**Run 1: pin map**

Drawn at 10 px/um. Pins as bars across the die edge, other pins in gray.
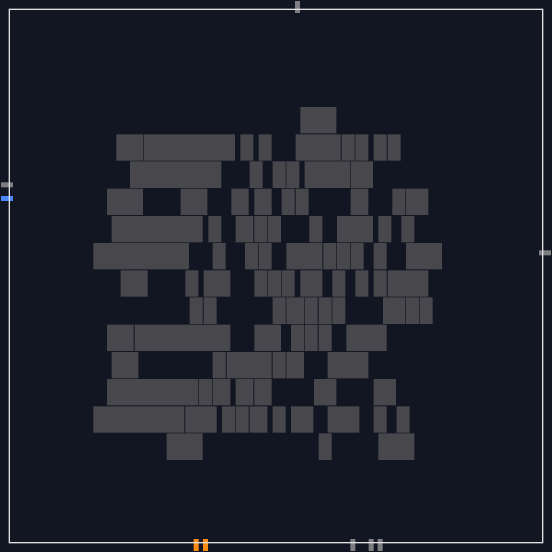
**Run 1: placement view**

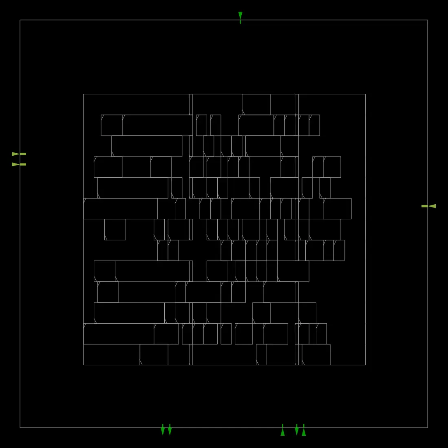
**Run 1: M2 wires**

Drawn at 10 px/um.
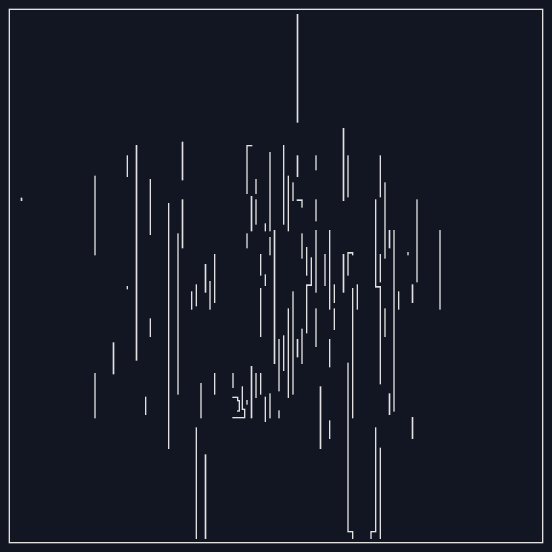
==> config.mk <==
export PLATFORM = sky130hd
export DESIGN_NAME = prbs_chk_fsm
export DESIGN_NICKNAME = d
export VERILOG_FILES = /design/src/rtl/prbs_pkg.sv /design/src/rtl/dffrc.sv /design/src/rtl/prbs_chk_fsm.sv
export SDC_FILE = /design/constraint.sdc
export NUM_CORES = 1
export LEC_CHECK = 0
export ABC_AREA = 1
export CAP_MARGIN = 30
export CORE_MARGIN = 8
export CORE_UTILIZATION = 40
export CTS_BUF_LIST = sky130_fd_sc_hd__clkbuf_2 sky130_fd_sc_hd__clkbuf_4 sky130_fd_sc_hd__clkbuf_8
export CTS_CLUSTER_SIZE = 30
export DETAILED_ROUTE_END_ITERATION = 10
export GPL_ROUTABILITY_DRIVEN = 1
export GPL_TIMING_DRIVEN = 0
export SLEW_MARGIN = 0
export SYNTH_ARGS = -nofsm -noshare
export SYNTH_HDL_FRONTEND = slang
export SYNTH_SLANG_ARGS = --single-unit
==> constraint.sdc <==
create_clock -name clk_i -period 1.42 [get_ports clk_i]
set_clock_uncertainty 0.05 [all_clocks]
set_input_delay 0.284 -clock clk_i [delete_from_list [all_inputs] [get_ports clk_i]]
set_output_delay 0.284 -clock clk_i [all_outputs]
set_load 0.01 [all_outputs]
==> deck_impl_summary.md, run 1 <==
Implementation Results

Synth
  – Synthesized cell area: 553.0 sq um
  – Share of the synthesized area in the top cell type: 0.3167
  – Simple Share, Synth: 0.4751
  – Yosys cell count: 84
  – Ranking of synthesized cells by area: dfrtp_1 32%, nand2_1 18%, inv_1 8.8%, nor2_1 7.5%, nand3_1 7.2%
  – Synth Instances: 84
  – YS warnings: 0
  – Syn Area/Cell: 6.584 sq um
  – Cell Type Count: 15
  – Post-synth top cells: 27 x nand2_1, 13 x inv_1, 11 x nor2_1
  – Area fraction in xor and xnor cells: 0

Run status
  – Status: finished clean

Route
  – Wl on met1: 570 um
  – Drt pass-1 iters: 4
  – DRT iter0 DRCs: 16

Cells and area
  – Signal buf overhead: 0.1454
  – # fillers: 135
  – Inserted Diodes: 0
  – Inverters: 15
  – Commonest non-fill, non-tap cells in the layout: 26 x nand2_1, 13 x inv_1, 11 x nor2_1
  – Sequential cell area: 177.7 sq um
  – Comb_multi_in: 61
  – Clk cell area share: 0.04309
  – Flop count: 7
  – Flop share of the area: 0.2549
  – Fin nets: 108

Run
  – # Max-Cap Violations: 0

Pwr
  – Combinational power: 473 uW
  – Biggest consumer: combinational cells
  – Part of the power in the clock network: 0.193
  – Logic gate share of total power: 0.495
  – Worst vdd ir: 855.7 uV
  – PwrDens: 1371 nW/um^2
  – Seq pwr share: 0.312

Floorplan
  – Die area: 2829 sq um
  – Initial Util: 0.4250
  – # rows: 13
  – Tapcell count: 15

STA
  – Min Tclk post-route: 1.387 ns
  – Setup_tns: 0 ns
  – Worst Max-Slew Pin Slew: 0.2858 ns
  – RSZ-0062 raised after global routing: no
  – Tcrit/Tclk final: 0.9768
  – Final slew viol count: 0

Worst setup path
  – WS Path Type: register to primary output
  – Crit path depth: 3
  – Cells on worst reg2reg path: 7
  – Critical path buffers and inverters: 2

CTS
  – H-tree level count: 1
  – # resized after CTS: 5
  – Skew-Pair Late Insertion Delay: 0.24 ns
  – TritonCTS Buffers: 3
  – Root buf cell: clkbuf_4

Global route
  – Vias in the first global route: 431
  – Initial antenna violation count: 0
  – First-pass GRT wire length: 1787 um
  – Met2 Resource Use GR: 0.1172
  – Remaining global-route overflow: 0

Place
  – Dpl cells: 106
  – DP HPWL: 879.1 um
Back to the opening pictures, 'pin map':
Key: orange = state_o [pins 2, direction output, edge south]; blue = rst_n_i [pins 1, direction input, edge west]
die span in x: 53.19 um
Die Height: 53.19 um
Port Buffer Count: 7

Back to the opening pictures, 'placement view':
utilization after layout: 0.5356
total core area: 1301 sq um

Back to the opening pictures, 'M2 wires':
70 nets have wire on it. The wires run mostly vertical.
Vias: 498
final wirelength: 1078 um

==> run 2, diff against run 1 <==
--- a/config.mk
+++ b/config.mk
@@ -6,7 +6,6 @@
 export NUM_CORES = 1
 export LEC_CHECK = 0
 export ABC_AREA = 1
-export CAP_MARGIN = 30
 export CORE_MARGIN = 8
 export CORE_UTILIZATION = 40
 export CTS_BUF_LIST = sky130_fd_sc_hd__clkbuf_2 sky130_fd_sc_hd__clkbuf_4 sky130_fd_sc_hd__clkbuf_8
**Run 2: placement view**

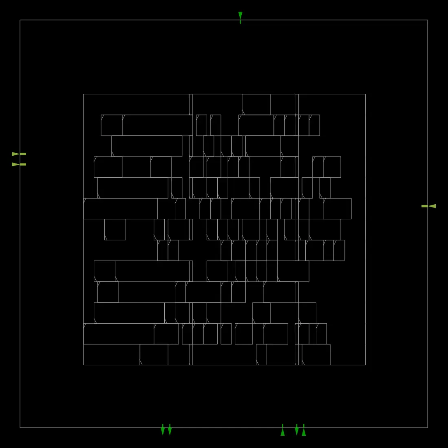
flop count: 7
# rows: 13
# fillers: 135
Layout Cells excl Fill: 113
flop share of the area: 0.2549

==> deck_impl_summary.md, run 2 <==
Implementation Results

Worst setup path
  – WP data required: 1.09 ns
  – Cells on worst reg2reg path: 7
  – Critical path buffers and inverters: 2
  – Crit path depth: 3
  – Startpoint Class: register
  – Peak fanout along the critical path: 3
  – Slowest stage delay, CP: 0.42 ns
  – WS Path Type: register to primary output
  – Worst-path cell chain: nand2_2 -> inv_1 -> dlygate4sd2_1
  – Reg2reg setup slack: 0.15 ns
  – Arrival @ worst endpoint: 1.05 ns
  – CP top delay family: flip-flops

Global route
  – Vias in the first global route: 431
  – Met2 Resource Use GR: 0.1172
  – Remaining global-route overflow: 0
  – Largest net degree at the start of global routing: 10
  – Initial antenna violation count: 0
  – Met1 global-route usage: 0.1156
  – Gr busiest metal: met2
  – GRT met3 Usage: 0.01120
  – First-pass GRT wire length: 1787 um

Route
  – Routed Antenna Nets: 0
  – DRT iter0 DRCs: 16
  – Drt pass-1 iters: 4
  – Final wirelength: 1078 um
  – Vias/cell: 4.407
  – Vias: 498
  – Wl on met1: 570 um
  – Met2 WL: 467 um
  – Met3 WL: 29 um
  – DRC Markers: 0

Pwr
  – Seq pwr share: 0.312
  – Biggest consumer: combinational cells
  – Logic gate share of total power: 0.495
  – Combinational power: 473 uW
  – Worst vdd ir: 855.7 uV
  – Switching power: 382.5 uW
  – Clk. pwr: 185 uW
  – Pwr Total: 955.6 uW
  – Leakage Power: 0.3897 nW
  – Internal power: 573.1 uW
  – PwrDens: 1371 nW/um^2
  – Part of the power in the clock network: 0.193
  – Switching Share: 0.4003

Synth
  – Synthesized cell area: 553.0 sq um
  – Compound Share, Synth: 0.01810
  – YS warnings: 0
  – Yosys top cell by instances: nand2_1
  – Cell Type Count: 15
  – Asr flop ratio synth: 1.000
  – Adder Area Share: 0.06787
  – Main flop type: dfrtp_1
  – Top logic family: simple AND/OR/NAND/NOR gates
  – Simple Share, Synth: 0.4751
  – Flops after synth: 7
  – Number of enable flip-flop cells: 0
  – Synth Instances: 84
  – Ranking of synthesized cells by area: dfrtp_1 32%, nand2_1 18%, inv_1 8.8%, nor2_1 7.5%, nand3_1 7.2%
  – Floorplan net count: 93
  – YS chip area: 553.0 sq um
  – Post-synth top cells: 27 x nand2_1, 13 x inv_1, 11 x nor2_1
  – Register share after synthesis: 0.3167
  – Yosys cell count: 84
  – Area fraction in xor and xnor cells: 0
  – Syn Area/Cell: 6.584 sq um
  – Share of the synthesized area in the top cell type: 0.3167

Cells and area
  – Clk cell area share: 0.04309
  – Clock buf count: 4
  – Comb_multi_in: 61
  – Inverters: 15
  – Comb area: 312.8 sq um
  – Max reg flops: 3
  – Commonest non-fill, non-tap cells in the layout: 26 x nand2_1, 13 x inv_1, 11 x nor2_1
  – Most numerous logic cell after layout: nand2_1
  – Top cell category: combinational gates
  – Sequential cell area: 177.7 sq um
  – Layout Area Growth over Synthesis: 26.02%
  – Fin nets: 108
  – Layout cells sized above 1: 0.2245
  – Signal buf overhead: 0.1454
  – Inserted Diodes: 0
  – Utilization after layout: 0.5356
  – Logic share of the area: 0.4488

CTS
  – Clk buf depth: 2
  – H-tree level count: 1
  – TritonCTS Buffers: 3
  – Post-CTS setup repair buffer count: 3
  – Skew-Pair Late Insertion Delay: 0.24 ns
  – # resized after CTS: 5
  – Root buf cell: clkbuf_4
  – CTS sink count: 7
  – Cts hold-fix bufs: 0
  – Clock transition at the registers of the reported paths: 0.05 ns

STA
  – Min Tclk post-route: 1.387 ns
  – Tcrit/Tclk final: 0.9768
  – Final slew viol count: 0
  – RSZ-0062 raised after global routing: no
  – Final hold slack: 0.2417 ns
  – Worst rel slew slack: 0.8089
  – Worst Max-Slew Pin Slew: 0.2858 ns
  – Hold Fails Final Rpt: 0
  – Final WS setup: 0.03297 ns
  – Max Fclk: 721.0 MHz
  – Setup_tns: 0 ns
  – Final setup fails: 0

Run status
  – Status: finished clean

Place
  – RD Place Congestion: 0.7567
  – DP HPWL: 879.1 um
  – Dpl cells: 106
  – Port Buffer Count: 7
  – Worst slack at placement: -0.1184 ns

Floorplan
  – Tapcell count: 15
  – I/O Pins: 9
  – Initial Util: 0.4250
  – Total core area: 1301 sq um
  – Die span in x: 53.19 um
  – Die area: 2829 sq um
  – Die Height: 53.19 um

Run
  – Log Warnings: 27
  – # Max-Cap Violations: 0

Hold path
  – Min-Delay Path Class: input pin to asynchronous set/reset pin
**Run 2: wiring by layer**

Drawn at 4 px/um. Only two layers are drawn.
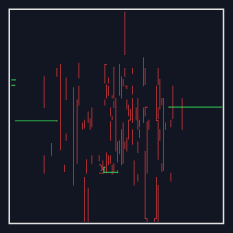
Key: green = metal 3 [wire length 30.0 um]; red = metal 2 [wire length 468 um]
total track usage: 0.08493
WL per Instance: 9.540 um

Power is estimated from default activity; no workload was simulated.
